**src/rtl/fetch_stage.sv**
```systemverilog
// Instruction-fetch stage with IF/ID pipeline latch.
// Owns the PC and issues instruction reads. Returned words are latched with
// their PC+4 for decode. Jumps, branches and JR resolved in decode redirect
// the PC with a one-bubble penalty. A retired halt stops fetch until reset.
module fetch_stage #(
  parameter logic [31:0] PC_INIT = 32'h0000_0000
) (
  input  logic        CLK,
  input  logic        RST,
  input  logic        ihit,
  input  logic [31:0] imemload,
  output logic        imemREN,
  output logic [31:0] imemaddr,
  input  logic        stall,
  input  logic [1:0]  pc_sel,
  input  logic        halt,
  input  logic [31:0] rs_data,
  output logic [31:0] instr_id,
  output logic [31:0] npc_id,
  output logic        valid_id,
  output logic        halted
);

  typedef enum logic [1:0] {
    SEL_SEQ    = 2'b00,
    SEL_REG    = 2'b01,
    SEL_JUMP   = 2'b10,
    SEL_BRANCH = 2'b11
  } pc_sel_e;

  logic [31:0] r_pc;
  logic [31:0] r_instr_id;
  logic [31:0] r_npc_id;
  logic        r_valid_id;
  logic        r_halted;

  logic [31:0] w_pc_plus4;
  logic [31:0] w_jump_tgt;
  logic [31:0] w_branch_off;
  logic [31:0] w_branch_tgt;
  logic [31:0] w_redirect_tgt;
  pc_sel_e     w_sel;

  assign w_sel        = pc_sel_e'(pc_sel);
  assign w_pc_plus4   = r_pc + 32'd4;
  assign w_jump_tgt   = {r_npc_id[31:28], r_instr_id[25:0], 2'b00};
  assign w_branch_off = {{14{r_instr_id[15]}}, r_instr_id[15:0], 2'b00};
  assign w_branch_tgt = r_npc_id + w_branch_off;

  // Select the redirect target requested by the instruction in decode.
  always_comb begin
    // NOTE: default assigned first so every path drives the output; no latch.
    w_redirect_tgt = w_pc_plus4;
    case (w_sel)
      SEL_REG:    w_redirect_tgt = rs_data;
      SEL_JUMP:   w_redirect_tgt = w_jump_tgt;
      SEL_BRANCH: w_redirect_tgt = w_branch_tgt;
      default:    w_redirect_tgt = w_pc_plus4;
    endcase
  end

  // PC and IF/ID latch update, in strict priority order.
  always_ff @(posedge CLK) begin
    // NOTE: non-blocking assignments so all state updates see pre-edge values.
    if (RST) begin
      r_pc       <= PC_INIT;
      r_instr_id <= 32'd0;
      r_npc_id   <= 32'd0;
      r_valid_id <= 1'b0;
      r_halted   <= 1'b0;
    end else if (r_halted) begin
      r_valid_id <= 1'b0;
    end else if (stall) begin
      // Hold everything; a word returned this cycle is refetched later.
    end else if (r_valid_id && halt) begin
      r_halted   <= 1'b1;
      r_valid_id <= 1'b0;
    end else if (r_valid_id && (w_sel != SEL_SEQ)) begin
      // Wrong-path word fetched this cycle is dropped; no delay slot.
      r_pc       <= w_redirect_tgt;
      r_instr_id <= 32'd0;
      r_valid_id <= 1'b0;
    end else if (ihit) begin
      r_instr_id <= imemload;
      r_npc_id   <= w_pc_plus4;
      r_valid_id <= 1'b1;
      r_pc       <= w_pc_plus4;
    end else begin
      r_valid_id <= 1'b0;
    end
  end

  assign imemaddr = r_pc;
  assign imemREN  = ~r_halted;
  assign instr_id = r_instr_id;
  assign npc_id   = r_npc_id;
  assign valid_id = r_valid_id;
  assign halted   = r_halted;

endmodule

```
**config.mk**
```make
export PLATFORM = sky130hd
export DESIGN_NAME = fetch_stage
export DESIGN_NICKNAME = d
export VERILOG_FILES = /design/src/rtl/fetch_stage.sv
export SDC_FILE = /design/constraint.sdc
export NUM_CORES = 1
export LEC_CHECK = 0
export CAP_MARGIN = 20
export CORE_MARGIN = 2
export CORE_UTILIZATION = 53
export DETAILED_ROUTE_END_ITERATION = 16
export PLACE_DENSITY = 0.84
export SLEW_MARGIN = 5
export SYNTH_ARGS = -nofsm -noshare
export SYNTH_HDL_FRONTEND = slang
export SYNTH_SLANG_ARGS = --single-unit
```
**constraint.sdc**
```tcl
create_clock -name CLK -period 4.4 [get_ports CLK]
set_clock_uncertainty 0.15 [all_clocks]
set_input_delay 0.88 -clock CLK [delete_from_list [all_inputs] [get_ports CLK]]
set_output_delay 0.88 -clock CLK [all_outputs]
set_load 0.1 [all_outputs]
```
Figure 1. Clock nets (run 1).
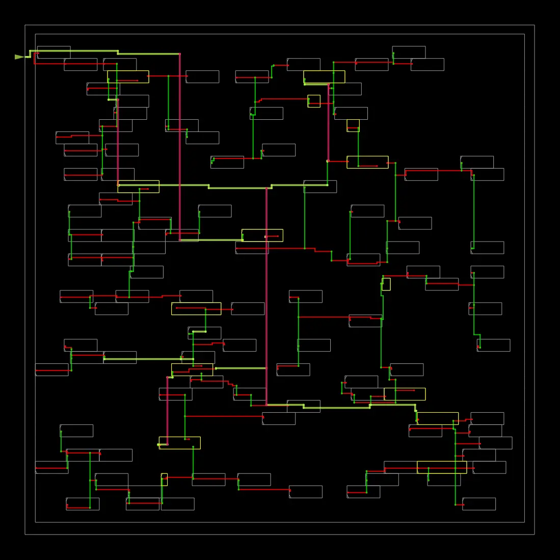
TritonCTS Buffers: 9
number of clock-tree buffers in the layout: 10
number of sinks on the clock net: 98
clk pwr: 0.000852 W
flip-flops: 98

Figure 2. Zoomed window (run 1).
Window x 70 to 100, y 13 to 43 um. Cells in gray, sequential cells in the stronger gray; small squares are vias.
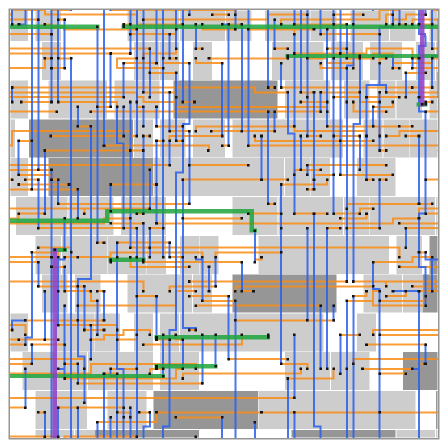
green -> M3
purple -> M4
orange -> M1
blue -> M2
sequential cells in the window = 5
most frequent = nor2_1 (11), o21ai_0 (7), nand2_1 (6)
cells with their middle in the window = 73
netlist names of flops here include = imemaddr (3)

Figure 3. Signal wires on met2 (run 1).
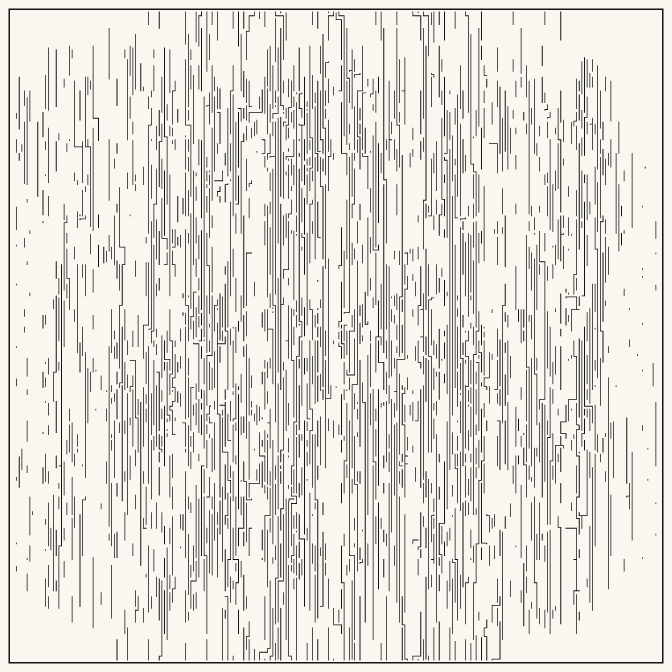
nets with wire on the layer = 894
share of all routed wire = 44%

==> reports/qor.txt, run 1 <==
Type of the worst min-delay path -> reg2reg
Post-CTS Hold Buffers -> 0
Initial core utilization -> 53.6%
Global-route wire length before repair -> 34.4 mm
DP Wirelength -> 15.8 mm
Worst setup EP type -> flip-flop
Status -> completed
Floorplan Core Area -> 11900 sq um
Synth Area in Adders -> 6.22%
Ratio of cells with drive above 1 in the final layout -> 6.31%
DRC violation count after routing -> 0
CTS tree -> built
WL met3 -> 2.13 mm
Sequence of cells on the critical path -> clkdlybuf4s50_1, a211oi_1, nand2_1, nand2_1, and2_1, nand2_1, o221ai_1, a31oi_1
Prevailing logic family in the synthesized netlist -> AND-OR/OR-AND gates
Maximum number of pins on one net before global-route repair -> 55
Register share after synthesis -> 30.8%
Critical path start-end classification -> in2reg
Max-cap viol count -> 0
Bufs and invs on worst path -> 1
Most frequent cell on the critical path -> sky130_fd_sc_hd__nand2_1
RR Endpoint -> imemaddr[24]$_SDFFE_PP0P_
Vias per cell -> 6.26
CP max-delay cell -> sky130_fd_sc_hd__a211oi_1
Final std cells w/o fill -> 1113
Filler cell count in the final layout -> 961
Number of iterations in the first detailed-routing pass -> 5
Post-synthesis average cell area -> 7.77 sq um
Termination of the worst setup path -> imemaddr[9]$_SDFFE_PP0P_
Met2 usage -> 50.7%
Mux frac, synth -> 1.75%
Drt total wl -> 21.7 mm
Crit path largest cell delay -> 570 ps
Worst IR Drop VDD -> 0.206 mV
Boundary pin count -> 170
Area growth from synthesis to layout -> 33.3%
XORs/XNORs by Area -> 7.16%
P_comb -> 0.000804 W
Met1 Use GR -> 47.6%
Worst-skew pair later-pin latency -> 360 ps
Syn Inst Count -> 818
Flip-flop and latch power -> 0.000985 W
Main area contributors -> sky130_fd_sc_hd__dfxtp_1 (31%), sky130_fd_sc_hd__nor2_1 (7.0%), sky130_fd_sc_hd__ha_1 (5.9%), sky130_fd_sc_hd__a21oi_1 (5.5%), sky130_fd_sc_hd__a22oi_1 (4.8%)
AND/OR/NAND/NOR Cells, Area Fraction -> 21.1%
Post-route met1 wirelength -> 9.56 mm
Final tally of max-slew violations -> 0
Logic depth of the worst path, buffers included -> 8
WL met2 -> 9.50 mm
Critical Path RT -> 4470 ps
Via count -> 6971
==> run 1: worst min-delay path by stage <==
stage                                        start                  endpoint  cells after the start
after floorplan           imemaddr[0]$_SDFFE_PP0P_  imemaddr[0]$_SDFFE_PP0P_                      2
after global placement      npc_id[0]$_SDFFE_PP0P_    npc_id[0]$_SDFFE_PP0P_                      2
after detailed placement    npc_id[0]$_SDFFE_PP0P_    npc_id[0]$_SDFFE_PP0P_                      2
after CTS                   npc_id[0]$_SDFFE_PP0P_    npc_id[0]$_SDFFE_PP0P_                      2
after global routing        npc_id[1]$_SDFFE_PP0P_    npc_id[1]$_SDFFE_PP0P_                      2
final                       npc_id[0]$_SDFFE_PP0P_    npc_id[0]$_SDFFE_PP0P_                      2
==> run 1: state kept, by name, indices dropped and copies added, names as in the netlist <==
name	count
halted	1
instr_id	32
valid_id	1
npc_id	32
imemaddr	32
==> run 1: through the flow <==
step	cell area, sq um	utilization (%)	hold slack, ps
after global routing	8480	71.5	338
after CTS	8480	71.5	321
final	8480	71.5	323
after global placement	8170	68.9	306
after floorplan	6360	-	296
after detailed placement	8170	68.9	308
==> run 1: cells in the final DEF (no fill, tap or decap), drive strengths merged, types with 11 or more instances in the layout <==
cell,netlist,layout
nor2,119,119
o22ai,15,15
nor2b,14,14
a21o,11,11
a22oi,41,41
nor3,15,15
xnor2,27,27
xor2,25,25
dfxtp,98,98
o21ai,44,44
buf,12,16
nand3,23,23
nand2,77,77
ha,30,30
inv,14,14
a21oi,70,70
a211oi,31,31
clkdlybuf4s50,0,168
==> run 1: cell type report <==
cell class	instances	area, sq um	share of cell area [%]
tap	147	184	2.17
timing repair buffer	184	1810	21.4
clock buffer	10	229	2.70
inverter	15	56.3	0.664
multi-input combinational	654	4160	49.0
sequential	98	1960	23.1
clock inverter	5	80.1	0.944
==> run 2: changes to the inputs <==
--- a/config.mk
+++ b/config.mk
@@ -7,9 +7,9 @@
 export LEC_CHECK = 0
 export CAP_MARGIN = 20
 export CORE_MARGIN = 2
-export CORE_UTILIZATION = 53
+export CORE_UTILIZATION = 50
 export DETAILED_ROUTE_END_ITERATION = 16
-export PLACE_DENSITY = 0.84
+export PLACE_DENSITY = 0.8
 export SLEW_MARGIN = 5
 export SYNTH_ARGS = -nofsm -noshare
 export SYNTH_HDL_FRONTEND = slang
==> constraint.sdc (replaced) <==
create_clock -name CLK -period 3.3 [get_ports CLK]
set_clock_uncertainty 0.15 [all_clocks]
set_input_delay 0.66 -clock CLK [delete_from_list [all_inputs] [get_ports CLK]]
set_output_delay 0.66 -clock CLK [all_outputs]
set_load 0.1 [all_outputs]
Figure 4. Sizing map (run 2).
Bar = 20 um.
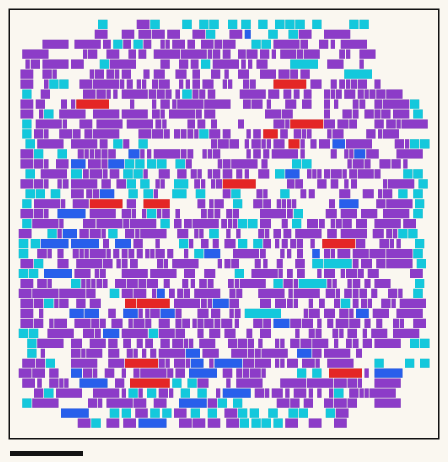
cyan -> x3 and x4  # cells 153, share 15%
blue -> x2  # cells 38, share 3.8%
red -> x6 and larger  # cells 14, share 1.4%
purple -> x1 and smaller  # cells 792, share 79%

==> run 2 against run 1 <==
Compared with the run above: via count up 1.3%; core utilization fell by 3.5 points; final cell count is 5.0% higher; synthesized cell count stayed put; worst hold slack improved by 6.2 ps; global-route usage decreased by 1.0 points; setup slack worse by 660 ps; non-clock buffer count is 30 higher; count of clock-buffer cells in the layout down 1; area after synthesis unchanged; largest cell class unchanged; largest power group unchanged; highest routed layer unchanged.
==> reports/qor.txt, run 2 <==
Most common logic cell in the routed design -> sky130_fd_sc_hd__buf_4
DRC violation count after routing -> 0 (unchanged)
Number of iterations in the first detailed-routing pass -> 6 (+1)
Number of sinks on the clock net -> 98 (unchanged)
Post-CTS Hold Buffers -> 0 (unchanged)
Critical Path RT -> 3420 ps (-1050 ps)
Worst setup EP type -> flip-flop
Register share after synthesis -> 30.8% (unchanged)
Critical path start-end classification -> reg2reg
Post-synthesis average cell area -> 7.77 sq um (unchanged)
Final tally of max-slew violations -> 0 (unchanged)
Area growth from synthesis to layout -> 33.7%
Worst IR Drop VDD -> 0.280 mV (+36%)
RR Endpoint -> imemaddr[24]$_SDFFE_PP0P_
Crit path largest cell delay -> 420 ps (-150 ps)
CTS tree -> built
Sequence of cells on the critical path -> ha_1, inv_1, fa_1, nor2b_2, o2111ai_1, nand2_1, a31oi_2, o31ai_1, buf_4, a21bo_2, a21boi_1, xnor2_1, a211oi_1, nor4_1
Status -> completed
Drt total wl -> 22.3 mm (+2.6%)
CP max-delay cell -> sky130_fd_sc_hd__fa_1
Worst-skew pair later-pin latency -> 360 ps (about the same)
Initial core utilization -> 50.8% (-2.8 points)
Bufs and invs on worst path -> 2 (+1)
Syn Inst Count -> 818 (unchanged)
Hold_sp -> npc_id[3]$_SDFFE_PP0P_
Type of the worst min-delay path -> reg2reg
Termination of the worst setup path -> imemaddr[24]$_SDFFE_PP0P_
Maximum number of pins on one net before global-route repair -> 45 (-18%)
Main area contributors -> sky130_fd_sc_hd__dfxtp_1 (31%), sky130_fd_sc_hd__nor2_1 (7.0%), sky130_fd_sc_hd__ha_1 (5.9%), sky130_fd_sc_hd__a21oi_1 (5.5%), sky130_fd_sc_hd__a22oi_1 (4.8%)
Hold Crit Endpoint -> npc_id[3]$_SDFFE_PP0P_
Figure 5. Signal wires on met2 (run 2).
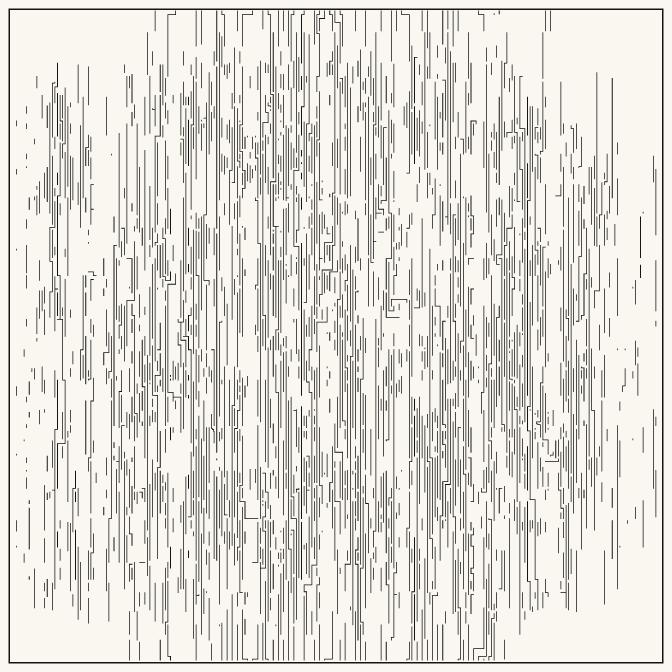
share of all routed wire = 46%
main direction = vertical
nets with wire on the layer = 927
longest straight run = 39.1 um
wire length on this layer = 10300 um

[run 2: cell counts after synthesis]
Identical to the previous run, type by type.
[run 2: metal layers]
| layer | up-vias | share of wire (%) | track usage, % |
|---|---|---|---|
| met5 | - | 0 | 0 |
| met4 | 0 | 2.2 | 11.1 |
| met3 | 39 | 9.1 | 6.28 |
| met2 | 356 | 46 | 52.4 |
| met1 | 3326 | 43 | 44.4 |
| li1 | 3341 | - | - |
[run 2: layout make-up]
class                      instances  area, sq um  area share [%]
clock buffer                       9          225            2.65
clock inverter                     7         83.8           0.986
inverter                          15         56.3           0.662
multi-input combinational        654         4160            48.9
sequential                        98         1980            23.2
tap                              172          215            2.53
timing repair buffer             214         1790            21.0
[run 2: cell families after synthesis]
family | Yosys count | share of synthesized area [%]
fa+ha+maj | 31 | 6.22
xor+xnor | 52 | 7.16
mux | 10 | 1.75
compound gates | 268 | 28.9
simple gates | 293 | 21.1
flops | 98 | 30.8
buf+inv | 66 | 4.09
[run 2: through the flow]
stage	instances	utilization, %
5_1_grt	1169	68.0
3_3_place_gp	1153	65.5
4_1_cts	1169	67.9
3_5_place_dp	1153	65.5
2_1_floorplan	818	-
6_report	1169	68.0
[run 2: what timing repair did]
| item | 4_1_cts | 5_1_grt |
|---|---|---|
| endpoints found under the hold margin | 0 | 0 |
| gates resized | 0 | 2 |
| setup endpoints to repair | 0 | 6 |
[run 2: report_power, final]
| group | internal [W] | switching (W) |
|---|---|---|
| clock network | 0.000602 | 0.000522 |
| logic | 0.000326 | 0.000752 |
| registers | 0.00124 | 0.0000664 |
==> run 3: changes to the inputs <==
--- a/config.mk
+++ b/config.mk
@@ -7,10 +7,10 @@
 export LEC_CHECK = 0
 export CAP_MARGIN = 20
 export CORE_MARGIN = 2
-export CORE_UTILIZATION = 50
+export CORE_UTILIZATION = 60
 export DETAILED_ROUTE_END_ITERATION = 16
-export PLACE_DENSITY = 0.8
-export SLEW_MARGIN = 5
+export DONT_BUFFER_PORTS = 1
+export PLACE_DENSITY = 0.74
 export SYNTH_ARGS = -nofsm -noshare
 export SYNTH_HDL_FRONTEND = slang
 export SYNTH_SLANG_ARGS = --single-unit
Figure 6. Sizing map (run 3).
Bar = 20 um.
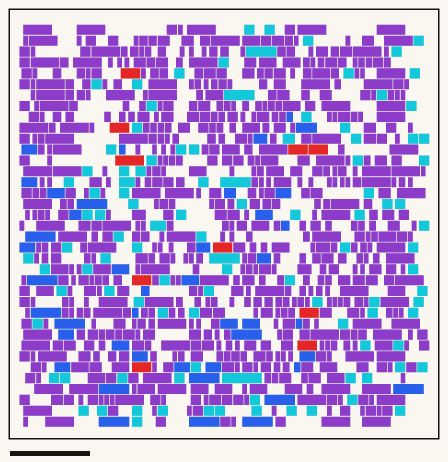
blue -> x2  # cells 43, share 4.9%
purple -> x1 and smaller  # cells 723, share 82%
red -> x6 and larger  # cells 10, share 1.1%
cyan -> x3 and x4  # cells 104, share 12%

==> run 3 against run 2 <==
Compared with the run above: final cell count fell by 13%; clock power down 36%; fmax up 2.0%; count of clock-buffer cells in the layout increased by 1; via count fell by 5.4%; critical path depth is 3 lower; setup slack improved by 63 ps; critical endpoint is now imemaddr[23]$_SDFFE_PP0P_.
==> reports/qor.txt, run 3 <==
Status -> completed
Sequence of cells on the critical path -> ha_1, a21o_1, a31oi_2, a21boi_2, a2111oi_4, o21ai_0, a41oi_1, xor2_1, o211ai_1, o31ai_1, a21oi_1
RR Endpoint -> imemaddr[23]$_SDFFE_PP0P_
Most congested layer reported by global routing -> met2
Met3 usage -> 11.4% (+5.1 points)
Final std cells w/o fill -> 1016 (-13%)
Worst-skew pair later-pin latency -> 380 ps (+20 ps)
Critical path start-end classification -> reg2reg
Post-synthesis average cell area -> 7.77 sq um (unchanged)
Bufs and invs on worst path -> 0 (-2)
Number of sinks on the clock net -> 98 (unchanged)
Crit path largest cell delay -> 490 ps (+70 ps)
Hold Crit Endpoint -> npc_id[28]$_SDFFE_PP0P_
Worst setup EP type -> flip-flop
Final tally of max-slew violations -> 0 (unchanged)
Syn Inst Count -> 818 (unchanged)
Drt total wl -> 21.6 mm (-3.4%)
Maximum number of pins on one net before global-route repair -> 94 (+110%)
WL met2 -> 9.52 mm (-7.3%)
Initial core utilization -> 61.6% (+11 points)
Type of the worst min-delay path -> in2reg
Count of placed standard cells including taps -> 1000 (-13%)
Main area contributors -> sky130_fd_sc_hd__dfxtp_1 (31%), sky130_fd_sc_hd__nor2_1 (7.0%), sky130_fd_sc_hd__ha_1 (5.9%), sky130_fd_sc_hd__a21oi_1 (5.5%), sky130_fd_sc_hd__a22oi_1 (4.8%)
Uppermost routed layer -> met4
Number of iterations in the first detailed-routing pass -> 7 (+1)
DRC violation count after routing -> 0 (unchanged)
Worst IR Drop VDD -> 0.255 mV (-8.9%)
Register share after synthesis -> 30.8% (unchanged)
Post-layout utilization of the core -> 70.4% (+2.5 points)
Hold_sp -> RST
Post-route met1 wirelength -> 8.65 mm (-9.0%)
Ranking of synthesized cells by instance count -> sky130_fd_sc_hd__nor2_1 (118), sky130_fd_sc_hd__dfxtp_1 (98), sky130_fd_sc_hd__nand2_1 (77)
Most common logic cell in the routed design -> sky130_fd_sc_hd__nor2_1
Met1 Use GR -> 49.6% (+5.3 points)
# resized after CTS -> 0 (unchanged)
Figure 7. Zoomed window (run 3).
Window x 65 to 95, y 12 to 42 um. Cells in gray, sequential cells in the stronger gray; small squares are vias.
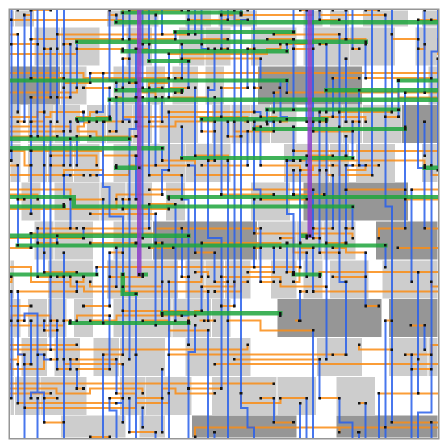
purple -> M4
orange -> M1
blue -> M2
green -> M3
cells with their middle in the window = 87
most frequent = nor2_1 (12), a21oi_1 (12), o21ai_0 (9)
sequential cells in the window = 7
netlist names of flops here include = imemaddr (4), instr_id (3)

run 3: report_power, final:
group          total, W  internal [W]  switching, W
clock network  0.000714      0.000270      0.000444
registers       0.00135       0.00124      0.000110
logic          0.000890      0.000231      0.000659
run 3: cell type report:
| class | count | area (sq um) | area share [%] |
|---|---|---|---|
| flip-flops and latches | 98 | 1980 | 27.2 |
| clock inverters | 6 | 33.8 | 0.465 |
| inverters | 15 | 56.3 | 0.775 |
| repair buffers | 97 | 741 | 10.2 |
| well taps | 136 | 170 | 2.34 |
| multi-input cells | 654 | 4160 | 57.3 |
| clock buffers | 10 | 128 | 1.76 |
run 3: logic make-up (layout without fill, tap and decap cells):
| family | Yosys count | in the layout | share of synthesized area [%] |
|---|---|---|---|
| and+or+nand+nor | 293 | 293 | 21.1 |
| DFF | 98 | 98 | 30.8 |
| muxes | 10 | 10 | 1.75 |
| adders and majority gates | 31 | 31 | 6.22 |
| xor gates and xnor gates | 52 | 52 | 7.16 |
| AOI/OAI and AO/OA | 268 | 268 | 28.9 |
| buffers and inverters | 66 | 128 | 4.09 |
run 3: worst max path at each step:
stage                                endpoint  cells after the start                 startpoint
floorplan           imemaddr[24]$_SDFFE_PP0P_                     11  instr_id[10]$_SDFFE_PP0P_
global placement    imemaddr[20]$_SDFFE_PP0P_                     13   instr_id[0]$_SDFFE_PP0P_
detailed placement  imemaddr[24]$_SDFFE_PP0P_                     13     npc_id[2]$_SDFFE_PP0P_
CTS                 imemaddr[24]$_SDFFE_PP0P_                     13     npc_id[2]$_SDFFE_PP0P_
global route        imemaddr[23]$_SDFFE_PP0P_                     11   instr_id[4]$_SDFFE_PP0P_
finish              imemaddr[23]$_SDFFE_PP0P_                     11   instr_id[4]$_SDFFE_PP0P_

## Gallery

Clock network drawn from the DEF.
Bar = 20 um.
picture 1
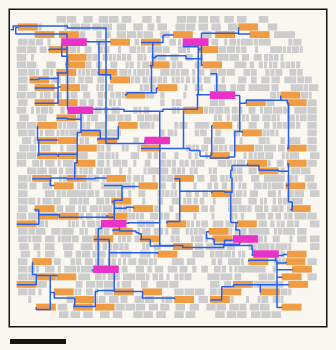
picture 2
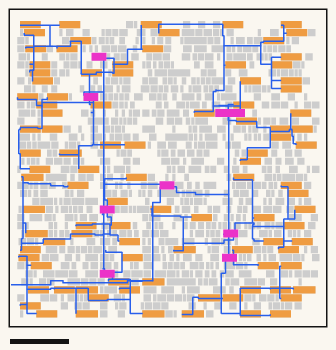
run 3 -> picture 2
run 1 -> picture 1

Key to picture 2:
orange -> flip-flops  # count 98
blue -> clock wires  # length 1250 um
magenta -> clock-net drivers  # count 9
routed clock nets = 10
flops lie = widely spread

Power is estimated from default activity; no workload was simulated.
